==> config.mk <==
export PLATFORM = sky130hd
export DESIGN_NAME = hack_fetch_flat
export DESIGN_NICKNAME = d
export VERILOG_FILES = /design/src/rtl/hack_fetch_if.sv /design/src/rtl/hack_fetch.sv /design/src/flat_wrapper.sv
export SDC_FILE = /design/constraint.sdc
export NUM_CORES = 1
export LEC_CHECK = 0
export CAP_MARGIN = 30
export CELL_PAD_IN_SITES_DETAIL_PLACEMENT = 1
export CELL_PAD_IN_SITES_GLOBAL_PLACEMENT = 1
export CORE_AREA = 2 2 84 86
export DETAILED_ROUTE_END_ITERATION = 7
export DIE_AREA = 0 0 86 88
export PLACE_DENSITY_LB_ADDON = 0.1
export SYNTH_ARGS = -nofsm -noshare
export SYNTH_HDL_FRONTEND = slang
export SYNTH_SLANG_ARGS = --single-unit
==> constraint.sdc <==
create_clock -name clk -period 1.5 [get_ports clk]
set_clock_uncertainty 0.1 [all_clocks]
set_input_delay 0.3 -clock clk [delete_from_list [all_inputs] [get_ports clk]]
set_output_delay 0.3 -clock clk [all_outputs]
set_load 0.1 [all_outputs]
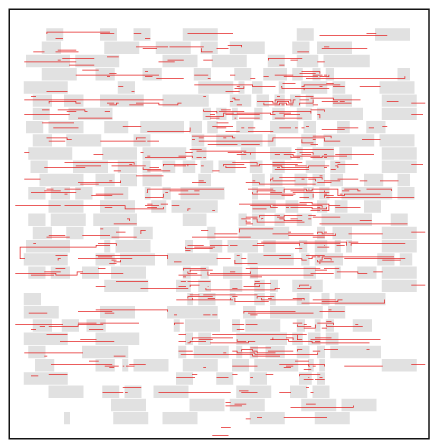
**Above:** run 1 (the metal 1 layer).
nets with wire on the layer = 255
main direction = horizontal
total routed wirelength: 5610 um
global-route met1 utilization: 18.1%
vias after detailed routing: 1705

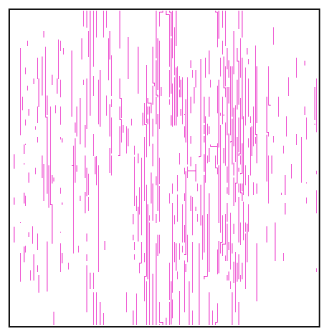
**Above:** run 1 (metal 2).
nets with wire on the layer = 284
main direction = vertical
grt met2 use: 26.8%

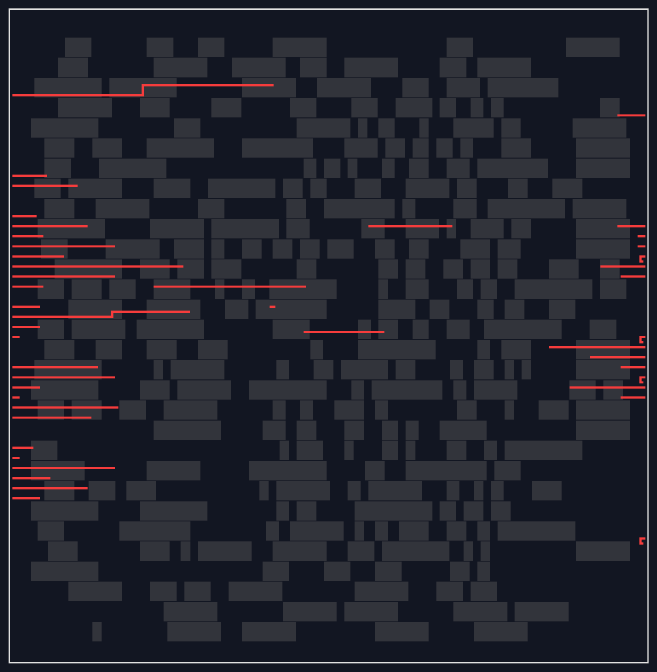
**Above:** run 1 (met3 routing).
nets with wire on the layer = 44
longest straight run = 22.8 um
wire length on this layer = 348 um
main direction = horizontal
share of all routed wire = 6.2%
met3 demand-to-capacity share in global routing: 5.66%

==> summary.txt <==
Physical implementation.

- The total standard cell area after synthesis is 1760 um2.
- The die covers 7570 um2.
- The final cell utilization of the core is 54.2%.
- The achievable frequency is 0.626 GHz.
- Pins over their slew limit in the final report were tallied at 0.
- The synth_stat.txt file lists the number of cells as 168.
- The count of synthesis-stage warnings from yosys is 0.
- Pin placement for this block handled 87 I/O pins.
- In this run the core area contains 30 standard-cell rows.
- The final critical path time including I/O delays and setup is 1600 ps.
- After routing, the total negative slack on setup checks comes to -487 ps.
- The number of iterations in the first detailed-routing pass is 4.
- TritonRoute output was used to compute an average wire per cell of 15.8 um.
- In the finished design, the share of the clock period the worst path needs comes to 106%.
- The capturing element type of the critical path is a flop.
- At the floorplan stage, the core utilization is reported as 26.5%.
- The flow ran to the end, but the final reports show violations.
- After routing the design area is 3600 um2.
- The number of different library cells used by synthesis comes to 40.
- Per the power-grid run, VDD falls by no more than 0.00118 V.
- At the end of routability-driven placement, the weighted congestion stood at 0.837.
- The fraction of layout instances using a drive strength above 1 is 52.7%.
- The floorplan core area is 6640 um2.
- The violation tally from detailed-route iteration zero is 77.
- In this run the static leakage power is 1.53 nW.
- Per the GRT log, the top usage layer is met2.
- The minimum setup slack in the final design is -96.4 ps.
- The horizontal die dimension is 86 um.
- The number of nets in the synthesized netlist is 206.
- The tightest hold margin is 263 ps.
- The count of unresolved DRC violations after routing is 0.
- The critical path startpoint category is a flop.
- The first global-routing pass estimated 9130 um of wire.
- The required time reported for the critical path endpoint is 1560 ps.
- The most critical min-delay path falls under input port to asynchronous set/reset pin.
- The deepest level of the CTS H-tree is 2.
- Per the post-synthesis stats, the area per cell is 10.5 um2.
- The wire-length estimate of the detail-placed layout is 4290 um.
- The total CTS buffers is 5.
- The part of the Yosys area used for sequential elements is 46.9%.
- After synthesis the netlist holds a flip-flop and latch count of 33.
- The finished design was reported to have a net count of 312.
- The setup slack of the worst register-to-register path is -100 ps.
- The TritonCTS clock tree is built.
- Across every metal layer, demand over resource in global routing totals 15.6%.
- For this run, the chip area from Yosys synthesis comes to 1760 um2.
- Of all nets on the critical path, the largest fanout is 4.
- The number of global-route vias before repair came to 1823.
- The initial antenna violation count is 0.
- The worst register-to-register path depth is 5.
- The cell area after placement is 3340 um2.
- The number of maximum-capacitance violations recorded for the run is 0.
- The number of placed cells counting well taps is 336.
- The antenna diode instance count is 0.
- The number of I/O port buffers is 84.
- The die is 88 um tall.
- The power per cell area is 2340 nW/um2.
- Recorded from the global router log, the overflow total was 0.
- The clock sink count is 33.
- Per the CTS log, the buffer count on the longest clock path is 2.
- Entering global routing, the biggest net connects 34 pins.
- Relative to the synthesized area, the layout overhead comes to 105%.
- The synthesized netlist cell count is 168.
- The final reports fail on negative setup slack.
- Logged for this run, the post-placement worst setup slack is -295 ps.
- The tree is rooted in a clkbuf_8.
- The number of setup violations in the final report is 11.
- The clock input transition at the sequential cells of the worst setup and hold paths is 80 ps.
run 1: cell type report:
type / count / area [um2]
multi-input cells: 104 / 831
fillers: 672 / 3040
flip-flops and latches: 33 / 868
inverters: 7 / 26.3
well taps: 80 / 100
repair buffers: 123 / 1670
clock buffers: 6 / 72.6
clock inverters: 2 / 35.0
run 1: placed cells by master (no fill, tap or decap), types with 5 or more instances in the layout:
| cell | Yosys | final |
|---|---|---|
| mux2_2 | 16 | 16 |
| dfrtp_4 | 0 | 9 |
| a21oi_1 | 7 | 7 |
| buf_12 | 0 | 50 |
| dfrtp_2 | 0 | 7 |
| dfrtp_1 | 33 | 17 |
| buf_6 | 1 | 8 |
| nor3_1 | 7 | 5 |
| inv_1 | 7 | 7 |
| nor2_1 | 10 | 7 |
| clkbuf_8 | 0 | 5 |
| buf_4 | 17 | 30 |
| o21ai_0 | 13 | 12 |
| clkdlybuf4s50_1 | 0 | 34 |
run 1: synth_stat cells:
cell type   n  area (um2)
a211oi_1    3        22.5
o31ai_1     1        7.51
o31a_1      1        8.76
clkbuf_1    3        11.3
mux2i_1     2        20.0
nand3_1     3        15.0
a22oi_1     4        30.0
and4_1      2        17.5
a41oi_1     1        8.76
o21ai_0    13        65.1
o211ai_1    1        7.51
o32ai_2     1        16.3
nand3_4     1        17.5
a311oi_1    3        26.3
inv_1       7        26.3
and3_1      2        12.5
and3b_1     1        8.76
nor3b_1     1        7.51
and2b_1     1        7.51
a31oi_1     1        6.26
nand4_1     3        18.8
ha_1        1        12.5
o22ai_1     2        12.5
conb_1      1        3.75
o2bb2ai_1   2        17.5
a21oi_1     7        35.0
buf_6       1        11.3
buf_2       3        15.0
nand2_1     4        15.0
or3_1       4        25.0
nand3_2     1        10.0
dfrtp_1    33         826
nand3b_1    1        7.51
a311o_1     1        10.0
nand2_2     1        6.26
buf_4      17         128
mux2_2     16         180
nor2_1     10        37.5
or3_4       1        11.3
nor3_1      7        35.0
run 1: power by group:
part	total, mW	switching [mW]	internal, mW
clock network	0.829	0.336	0.493
registers	1.63	0.373	1.26
logic	5.99	3.82	2.17
run 1: logic make-up after synthesis:
| family | synth area share [%] |
|---|---|
| and+or+nand+nor | 14.4 |
| muxes | 11.4 |
| AOI/OAI and AO/OA | 15.6 |
| DFF | 46.9 |
| buffers and inverters | 10.9 |
| other | 0.213 |
| adders and majority gates | 0.711 |
run 1: repair_timing:
action	4_1_cts	5_1_grt
endpoints found under the hold margin	0	0
setup endpoints to repair	27	38
hold buffers	0	0
pin swaps	6	4
resized	10	8
setup buffers	6	5
run 1: critical path, stage by stage, from the launching register on:
cell and delay (ps):
dfrtp_4 450, ha_4 150, nand3_4 100, or3_4 370, o32ai_2 200, a22oi_1 90
run 1: layer usage:
metal / share of wire [%] / wire [um]
met1: 40 / 2230
met2: 54 / 3000
met4: 0.52 / 29
met5: 0 / 0
met3: 6.2 / 347
No activity file was given, so power comes from the tool's default toggle rates.
